**src/rtl/io_responder.sv**
```systemverilog
// Memory-mapped IO responder: CTRL/STATUS/TIMER/COMPARE/SCRATCH with a single-outstanding response.
// Optional timer interrupt output enabled by defining IO_TIMER_IRQ_EN.
`ifndef XLEN_64b
`define XLEN_64b 2
`endif

module io_responder #(
    parameter int XLEN = `XLEN_64b,
    parameter int DW   = 1 << (XLEN + 4)
) (
    input  logic          i_clk,
    input  logic          i_rst_n,
    input  logic          i_io_en,
    input  logic [DW-1:0] i_addr,
    input  logic          i_rd,
    input  logic          i_wr,
    input  logic [DW-1:0] i_wdata,
    input  logic          i_resp_ready,
    output logic          o_busy,
    output logic          o_resp_valid,
    output logic [DW-1:0] o_rdata,
    output logic          o_err,
    output logic          o_irq
);
    localparam int AW = $clog2(DW / 8);

    typedef enum logic {IDLE, RESP} state_t;
    state_t state, state_nx;

    logic          tmr_en, irq_en, pending, match, acc, bad, wr_ok;
    logic [DW-1:0] timer, compare, scratch, idx, rd_val;
    logic [2:0]    sel;
    logic [4:0]    wsel;

    assign acc   = (state == IDLE) && i_io_en && (i_rd || i_wr);
    assign idx   = i_addr >> AW;
    assign sel   = i_addr[AW+2:AW];
    assign bad   = (|i_addr[AW-1:0]) || (idx > DW'(4)) || (i_rd && i_wr);
    assign wr_ok = acc && i_wr && !bad;
    assign match = tmr_en && (timer == compare);

    always_comb begin
        wsel = '0;
        if (wr_ok) wsel[sel] = 1'b1;
    end

    always_comb begin
        rd_val = '0;
        case (sel)
            3'd0:    rd_val = {{(DW-2){1'b0}}, irq_en, tmr_en};
            3'd1:    rd_val = {{(DW-1){1'b0}}, pending};
            3'd2:    rd_val = timer;
            3'd3:    rd_val = compare;
            3'd4:    rd_val = scratch;
            default: rd_val = '0;
        endcase
    end

    always_comb begin
        state_nx     = state;
        o_busy       = 1'b0;
        o_resp_valid = 1'b0;
        case (state)
            IDLE: if (acc) state_nx = RESP;
            RESP: begin
                o_busy       = 1'b1;
                o_resp_valid = 1'b1;
                if (i_resp_ready) state_nx = IDLE;
            end
            default: state_nx = IDLE;
        endcase
    end

    always_ff @(posedge i_clk) begin
        if (!i_rst_n) begin
            state   <= IDLE;
            tmr_en  <= 1'b0;
            pending <= 1'b0;
            timer   <= '0;
            compare <= '1;
            scratch <= '0;
            o_rdata <= '0;
            o_err   <= 1'b0;
        end else begin
            state <= state_nx;
            if (wsel[0]) tmr_en <= i_wdata[0];
            // A compare match in the same cycle beats a W1C clear.
            pending <= match | (pending & ~(wsel[1] & i_wdata[0]));
            if (wsel[2])     timer <= i_wdata;
            else if (tmr_en) timer <= timer + DW'(1);
            if (wsel[3]) compare <= i_wdata;
            if (wsel[4]) scratch <= i_wdata;
            if (acc) begin
                o_err   <= bad;
                o_rdata <= (bad || !i_rd) ? '0 : rd_val;
            end
        end
    end

`ifdef IO_TIMER_IRQ_EN
    always_ff @(posedge i_clk) begin
        if (!i_rst_n)     irq_en <= 1'b0;
        else if (wsel[0]) irq_en <= i_wdata[1];
    end
    assign o_irq = pending & irq_en;
`else
    assign irq_en = 1'b0;
    assign o_irq  = 1'b0;
`endif

endmodule

```
**config.mk**
```make
export PLATFORM = sky130hd
export DESIGN_NAME = io_responder
export DESIGN_NICKNAME = d
export VERILOG_FILES = /design/src/rtl/io_responder.sv
export SDC_FILE = /design/constraint.sdc
export NUM_CORES = 1
export LEC_CHECK = 0
export CAP_MARGIN = 30
export CORE_UTILIZATION = 25
export CTS_CLUSTER_DIAMETER = 40
export DETAILED_ROUTE_END_ITERATION = 8
export SLEW_MARGIN = 20
export SYNTH_ARGS = -nofsm -noshare
export SYNTH_HDL_FRONTEND = slang
export SYNTH_SLANG_ARGS = --single-unit
```
**constraint.sdc**
```tcl
create_clock -name i_clk -period 2.6 [get_ports i_clk]
set_clock_uncertainty 0.05 [all_clocks]
set_input_delay 0.52 -clock i_clk [delete_from_list [all_inputs] [get_ports i_clk]]
set_output_delay 0.52 -clock i_clk [all_outputs]
set_load 0.005 [all_outputs]
```
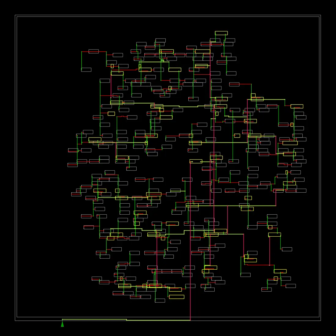
*The clock network*
clk latency late pin: 0.52 ns
total CTS buffers: 41
flop count: 260
final-layout clock buffer total: 50
P_clk: 5.41 mW

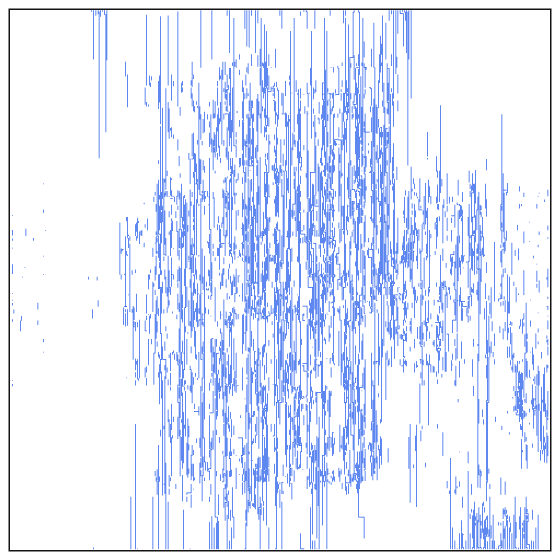
*M2 wires*
share of all routed wire = 45%
main direction = vertical
longest straight run = 86.7 um
wire length on this layer = 20.8 mm
nets with wire on the layer = 1,530

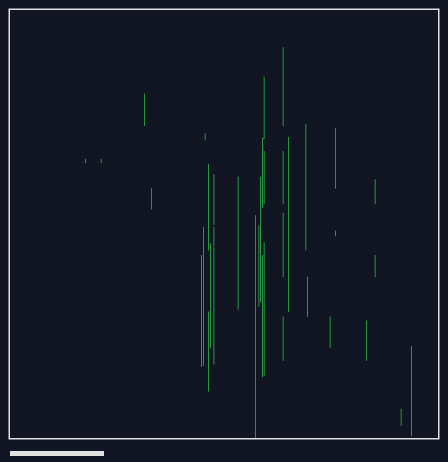
*The metal 4 layer*
Scale bar: 50 um.
nets with wire on the layer = 26
main direction = vertical
share of all routed wire = 3.0%
longest straight run = 118 um
vias: 12,124
drt total wl: 46,100 um

## stage by stage
stage	utilization	power, mW	instance area (um2)
2_1_floorplan	-	4.25	12700
3_3_place_gp	0.315	4.62	15800
5_1_grt	0.342	10.3	17100
6_report	0.342	9.96	17100
4_1_cts	0.342	10.1	17100
3_5_place_dp	0.315	4.63	15800
## cells in the final DEF (no fill, tap or decap), drive strengths merged, types with 3 or more instances in the layout
| cell type | instances |
|---|---|
| o211a | 25 |
| a21oi | 104 |
| and4 | 13 |
| nand4 | 51 |
| nand2 | 229 |
| inv | 29 |
| nor3 | 18 |
| clkdlybuf4s50 | 198 |
| nand3 | 74 |
| clkbuf | 50 |
| xor2 | 45 |
| dfxtp | 260 |
| mux2i | 66 |
| o22ai | 7 |
| or4 | 3 |
| buf | 95 |
| xnor2 | 53 |
| o211ai | 12 |
| and3 | 17 |
| nor4 | 34 |
| a22oi | 67 |
| and2 | 7 |
| clkinvlp | 4 |
| clkinv | 6 |
| o21ai | 109 |
| nor2 | 90 |
| nand2b | 8 |
| bufinv | 4 |
| nor2b | 70 |
## worst paths after layout
path	endpoint	cells past startpoint	slack, ns	from
worst max-delay path	timer[40]	9	0.10	i_addr[56]
worst min-delay path	tmr_en	3	0.37	i_rst_n
worst max register to register	timer[42]	7	0.16	timer[0]
worst min register to register	o_rdata[18]	2	0.40	o_rdata[18]
## routing by layer
metal  up-vias  GRT usage  part of all wire
li1       5831          -                 -
met1      5773      0.231              0.44
met2       439      0.286              0.45
met3        77     0.0359             0.073
met4         4     0.0641             0.030
met5         -          0           0.00048
## what timing repair did
action	CTS	global route
hold buffers	0	0
gates resized	0	3
endpoints found under the setup margin	0	5
## cell families after synthesis
kind of cell	after synthesis	share of synthesized area
muxes	67	0.0531
and+or+nand+nor	621	0.246
buffers and inverters	148	0.0551
other	1	0.000296
xor gates and xnor gates	98	0.0678
adders and majority gates	1	0.000989
DFF	260	0.411
AOI/OAI and AO/OA	341	0.165
## layout make-up
type	instances	area, um2	share of cell area
Multi-Input combinational cell	1129	6780	0.396
Sequential cell	260	5200	0.304
Timing Repair Buffer	293	2880	0.168
Clock buffer	50	1100	0.0642
Tap cell	672	841	0.0491
Clock inverter	20	241	0.0141
Inverter	23	86.3	0.00504
## worst max-delay path: cells and delay by family
kind	cells	cell delay (ns)
and+or+nand+nor	4	0.93
AOI/OAI and AO/OA	2	0.40
buffers and inverters	3	0.87
## state kept, by name (all words and copies together), names as in the netlist
register / cells
state: 1
o_err: 1
scratch: 64
pending: 1
tmr_en: 1
compare: 64
o_rdata: 64
timer: 64
## report_power, final
| part | internal, mW | switching, mW | total, mW |
|---|---|---|---|
| Combinational | 0.268 | 0.285 | 0.553 |
| Sequential | 3.99 | 0.00163 | 3.99 |
| Clock | 3.42 | 1.99 | 5.41 |
| Total | 7.68 | 2.28 | 9.96 |
==> results.yml <==
# yosys + openroad results
synth:
  async_flop_share: 0
  synth.most_common_cell: "dfxtp_1"
  ys_cells: 1537
  syn_inst: 1537
  synth-edff-count: 0
  avgSynthCellArea_um2: 8.23
  synthesis.nets: 1672
  synth_area_um2: 12700
  yosysChipArea_um2: 12700
  ys.flops: 260
  top_area_cell: "dfxtp_1"
  top_cell_area_share: 0.411
die:
  ios: 202
  core-area_um2: 50100
  die_h_um: 227
clock_tree:
  clockRootBuffer: "clkbuf_16"
  clock_tree.htree_level_count: 2
  postCtsSetupBuffers: 0
  clk_pin_slew_ns: 0.05
critical_path:
  crit_chain: "clkdlybuf4s50_1, nor4_2, nand2_1, nor4_2, buf_4, nand4_1, buf_12, o21ai_0, a21oi_1"
  worst_path_most_repeated_cell: "nor4_2"
  crit_required_ns: 2.95
worst_hold_path:
  min_path_type: "input port to flip-flop"
global_routing:
  grt_usage: 0.176
  overflow: 0
  antenna_found_initial: 2
  grt_pass1_wl_um: 70100
power:
  cellPowerDensity_nw_per_um2: 581
  ir_drop_mv: 0.450
run_status:
  outcome: "finished, final reports clean"
finish:
  area_growth_pct: 35.5
drt:
  drt-initial-drc-count: 1055
  drc: 0
  wl_per_cell_um: 18.9
timing:
  fmax_mhz: 401
  worst_pin_slew_ns: 0.665
placed_design:
  place_ws_ns: -0.406
  io_buffers: 200
Power figures rest on the tool's default switching activity, not on a simulated workload.
